$ cat config.mk
export PLATFORM = sky130hd
export DESIGN_NAME = fft_frame_seq
export DESIGN_NICKNAME = d
export VERILOG_FILES = /design/src/rtl/fft_frame_seq.sv
export SDC_FILE = /design/constraint.sdc
export NUM_CORES = 1
export LEC_CHECK = 0
export CAP_MARGIN = 0
export CORE_MARGIN = 2
export CORE_UTILIZATION = 45
export DETAILED_ROUTE_END_ITERATION = 7
export PLACE_DENSITY = 0.74
export RECOVER_POWER = 50
export SLEW_MARGIN = 20
export SYNTH_ARGS = -nofsm -noshare
export SYNTH_HDL_FRONTEND = slang
export SYNTH_SLANG_ARGS = --single-unit
$ cat constraint.sdc
create_clock -name fft_clk -period 1.8 [get_ports fft_clk]
set_input_delay 0.27 -clock fft_clk [delete_from_list [all_inputs] [get_ports fft_clk]]
set_output_delay 0.27 -clock fft_clk [all_outputs]
set_load 0.05 [all_outputs]
$ cat src/rtl/fft_frame_seq.sv
// Frame sequencer for the streaming FFT core: writes the config word, streams one framed
// block of ADC samples, then waits for the matching output frame. Optional watchdog: FFT_SEQ_TIMEOUT_EN.
module fft_frame_seq #(
    parameter int          FFT_LEN  = 4096,
    parameter int          CNT_W    = 13,
    parameter int          DATA_W   = 10,
    parameter logic [7:0]  CFG_WORD = 8'd1,
    parameter int          TIMEOUT  = 20000
) (
    input  logic              fft_clk,
    input  logic              rst_n,
    input  logic              start,
    input  logic              continuous,
    input  logic [DATA_W-1:0] ad_data,
    output logic [7:0]        cfg_tdata,
    output logic              cfg_tvalid,
    input  logic              cfg_tready,
    output logic [31:0]       s_tdata,
    output logic              s_tvalid,
    input  logic              s_tready,
    output logic              s_tlast,
    input  logic              m_tvalid,
    input  logic              m_tlast,
    output logic              busy,
    output logic              frame_done,
    output logic [15:0]       frame_cnt,
    output logic              err_frame,
    output logic              timeout
);
    typedef enum logic [2:0] {IDLE, CFG, LOAD, WAIT_OUT, DONE} state_t;

    localparam logic [CNT_W-1:0] LAST = CNT_W'(FFT_LEN - 1);

    state_t           state;
    logic [CNT_W-1:0] in_cnt;
    logic [CNT_W-1:0] out_cnt;

    assign cfg_tdata = CFG_WORD;
    // Real part is the unsigned ADC sample, imaginary part is zero.
    assign s_tdata   = {16'h0000, 16'(ad_data)};

`ifdef FFT_SEQ_TIMEOUT_EN
    localparam int              WD_W    = $clog2(TIMEOUT + 1);
    localparam logic [WD_W-1:0] WD_LAST = WD_W'(TIMEOUT - 1);
    logic [WD_W-1:0] wd;
`else
    logic unused_timeout_cfg;
    assign unused_timeout_cfg = ^TIMEOUT;
    assign timeout = 1'b0;
`endif

    always_ff @(posedge fft_clk or negedge rst_n) begin
        if (!rst_n) begin
            state      <= IDLE;
            in_cnt     <= '0;
            out_cnt    <= '0;
            cfg_tvalid <= 1'b0;
            s_tvalid   <= 1'b0;
            s_tlast    <= 1'b0;
            busy       <= 1'b0;
            frame_done <= 1'b0;
            err_frame  <= 1'b0;
            frame_cnt  <= '0;
`ifdef FFT_SEQ_TIMEOUT_EN
            wd         <= '0;
            timeout    <= 1'b0;
`endif
        end else begin
            frame_done <= 1'b0;
            err_frame  <= 1'b0;
`ifdef FFT_SEQ_TIMEOUT_EN
            timeout    <= 1'b0;
`endif
            case (state)
                IDLE: if (start) begin
                    state      <= CFG;
                    cfg_tvalid <= 1'b1;
                    busy       <= 1'b1;
                end
                CFG: if (cfg_tvalid && cfg_tready) begin
                    state      <= LOAD;
                    cfg_tvalid <= 1'b0;
                    s_tvalid   <= 1'b1;
                    in_cnt     <= '0;
                end
                LOAD: if (s_tvalid && s_tready) begin
                    if (in_cnt == LAST) begin
                        state    <= WAIT_OUT;
                        s_tvalid <= 1'b0;
                        s_tlast  <= 1'b0;
                        in_cnt   <= '0;
                        out_cnt  <= '0;
`ifdef FFT_SEQ_TIMEOUT_EN
                        wd       <= '0;
`endif
                    end else begin
                        // tlast is registered, so decode it from the count we are about to hold.
                        in_cnt  <= in_cnt + CNT_W'(1);
                        s_tlast <= ((in_cnt + CNT_W'(1)) == LAST);
                    end
                end
                WAIT_OUT: begin
                    if (m_tvalid) out_cnt <= out_cnt + CNT_W'(1);
                    if (m_tvalid && m_tlast) begin
                        err_frame  <= (out_cnt != LAST);
                        frame_done <= 1'b1;
                        frame_cnt  <= frame_cnt + 16'd1;
                        state      <= DONE;
                    end
`ifdef FFT_SEQ_TIMEOUT_EN
                    else if (wd == WD_LAST) begin
                        timeout <= 1'b1;
                        busy    <= 1'b0;
                        state   <= IDLE;
                    end else begin
                        wd <= wd + WD_W'(1);
                    end
`endif
                end
                DONE: if (continuous) begin
                    state    <= LOAD;
                    s_tvalid <= 1'b1;
                    s_tlast  <= 1'b0;
                    in_cnt   <= '0;
                end else begin
                    state <= IDLE;
                    busy  <= 1'b0;
                end
                default: state <= IDLE;
            endcase
        end
    end
endmodule

==> images/metal_stack.png <==
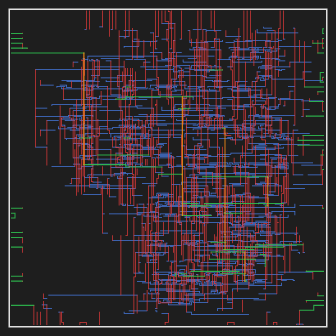
met3: marked green, wire length 366 um. met1: marked blue, wire length 3270 um. met2: marked red, wire length 3740 um. met4: marked orange, wire length 115 um.
WL final: 7480 um
DR vias: 2695
Global Route Usage Sum: 19.2%

==> images/clock_map.png <==
Scale bar: 20 um.
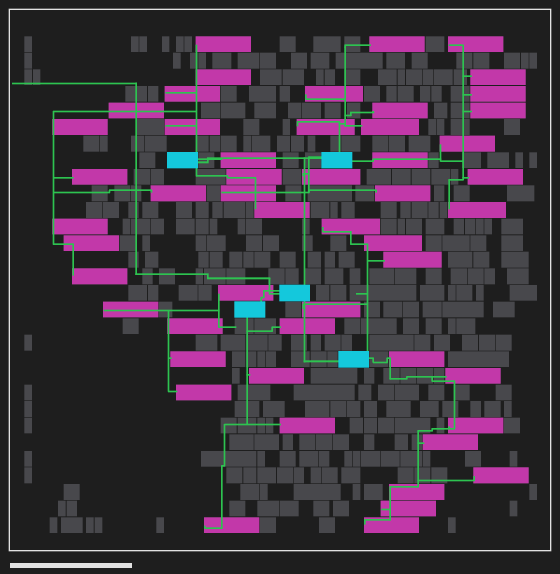
cells driving clock nets: marked cyan, count 5. clock wires: marked green, length 651 um. flip-flops: marked magenta, count 51.
There are 6 routed clock nets.

==> per-stage QoR <==
| step | std cells | instance area (um^2) |
|---|---|---|
| floorplan | 355 | 3340 |
| global placement | 474 | 3710 |
| detailed placement | 474 | 3710 |
| CTS | 485 | 3880 |
| global route | 493 | 4020 |
| finish | 493 | 4020 |
==> state kept, by name (all words and copies together) (netlist names) <==
| register | count |
|---|---|
| busy | 1 |
| cfg_tvalid | 1 |
| err_frame | 1 |
| frame_cnt | 16 |
| frame_done | 1 |
| in_cnt | 13 |
| out_cnt | 13 |
| s_tlast | 1 |
| s_tvalid | 1 |
| state | 3 |
==> final timing paths <==
path,end,slack [ps],depth (start not counted)
max,in_cnt[5]$_DFFE_PN0P_,-50,5
min,frame_cnt[15]$_DFFE_PN0P_,470,1
max reg2reg,in_cnt[5]$_DFFE_PN0P_,-50,5
min in group asynchronous,s_tlast$_DFFE_PN0P_,640,3
min reg2reg,frame_cnt[15]$_DFFE_PN0P_,470,1
max in group asynchronous,state[1]$_DFFE_PN0P_,640,3
==> cell type report <==
| class | instances | area share, % |
|---|---|---|
| Clock buffer | 6 | 2.06 |
| Clock inverter | 2 | 0.965 |
| Inverter | 7 | 0.654 |
| Multi-Input combinational cell | 242 | 42.9 |
| Sequential cell | 51 | 32.0 |
| Tap cell | 96 | 2.99 |
| Timing Repair Buffer | 89 | 18.4 |
==> routing by layer <==
layer | wire [um] | share of wire (%)
met1 | 3270 | 44
met2 | 3740 | 50
met3 | 365 | 4.9
met4 | 114 | 1.5
met5 | 0 | 0
==> repair_timing <==
item,CTS,global route
hold endpoints to repair,51,0
gates resized,5,26
cloned,1,0
setup endpoints to repair,17,31
hold buffers,1,0
buffers inserted,1,10
pin swaps,8,17
==> reports/results.txt <==
Die ar. -> 7840 um^2
area leader, netlist -> dfrtp_1
clock sinks -> 51
Top-Level Pins -> 81
fraction of registers with async set/reset -> 100%
max incr delay on CP -> 500 ps
violated checks -> negative setup slack
most frequent cell after synthesis -> dfrtp_1
Max clock buf depth -> 2
Die W -> 88.6 um
most frequent cells in the layout -> buf_4 (68), dfrtp_1 (42), conb_1 (31)
Worst EP required -> 2000 ps
Max power group -> combinational logic
Switching Share -> 41.5%
CP Cell Sequence -> nand3b_1, o41a_1, buf_4, and3_4, a221o_1
unrepaired setup endpoints after global routing -> yes
Multi-input gate area -> 1720 um^2
P_sw -> 2.19 mW
status -> finished with violations
PwrDens -> 1310 nW/um^2
Lkg Pwr -> 1.94 nW
post-route setup slack -> -52.8 ps
Hold Slack -> 472 ps
fill count -> 584
Final Setup Violations -> 4
mux share -> 1.05%
final period utilization -> 103%
Yosys Chip Area -> 3220 um^2
Worst Hold Class -> reg2reg
main flop type after synthesis -> dfrtp_1
Clock power frac -> 16.3%
crit path DAT -> 2050 ps
largest net degree at the start of global routing -> 52
CP Max Fanout -> 4
wire length of the first global-routing pass -> 11900 um
Post-Synthesis Cells -> 326
clk root buf -> clkbuf_8
AND-OR/OR-AND Cells, Area Fraction -> 17.2%
adder-cell share of the synthesized area -> 1.56%
final routed DRC violation total -> 0
met2 GRT Util -> 32.9%
register clock-pin slew on the reported worst setup and hold paths -> 100 ps
area added between synthesis and finish -> 24.9%
Final Critical Period -> 1850 ps
core area -> 6870 um^2
total power -> 5.27 mW
post-route ant nets -> 0
RePlAce Congestion -> 0.857
CP max-delay cell -> o41a_1
number of library cell types mapped by synthesis -> 60
Largest type area fraction -> 39.7%
Final Core Density -> 58.5%
OpenROAD warning count -> 30
Power figures rest on the tool's default switching activity, not on a simulated workload.
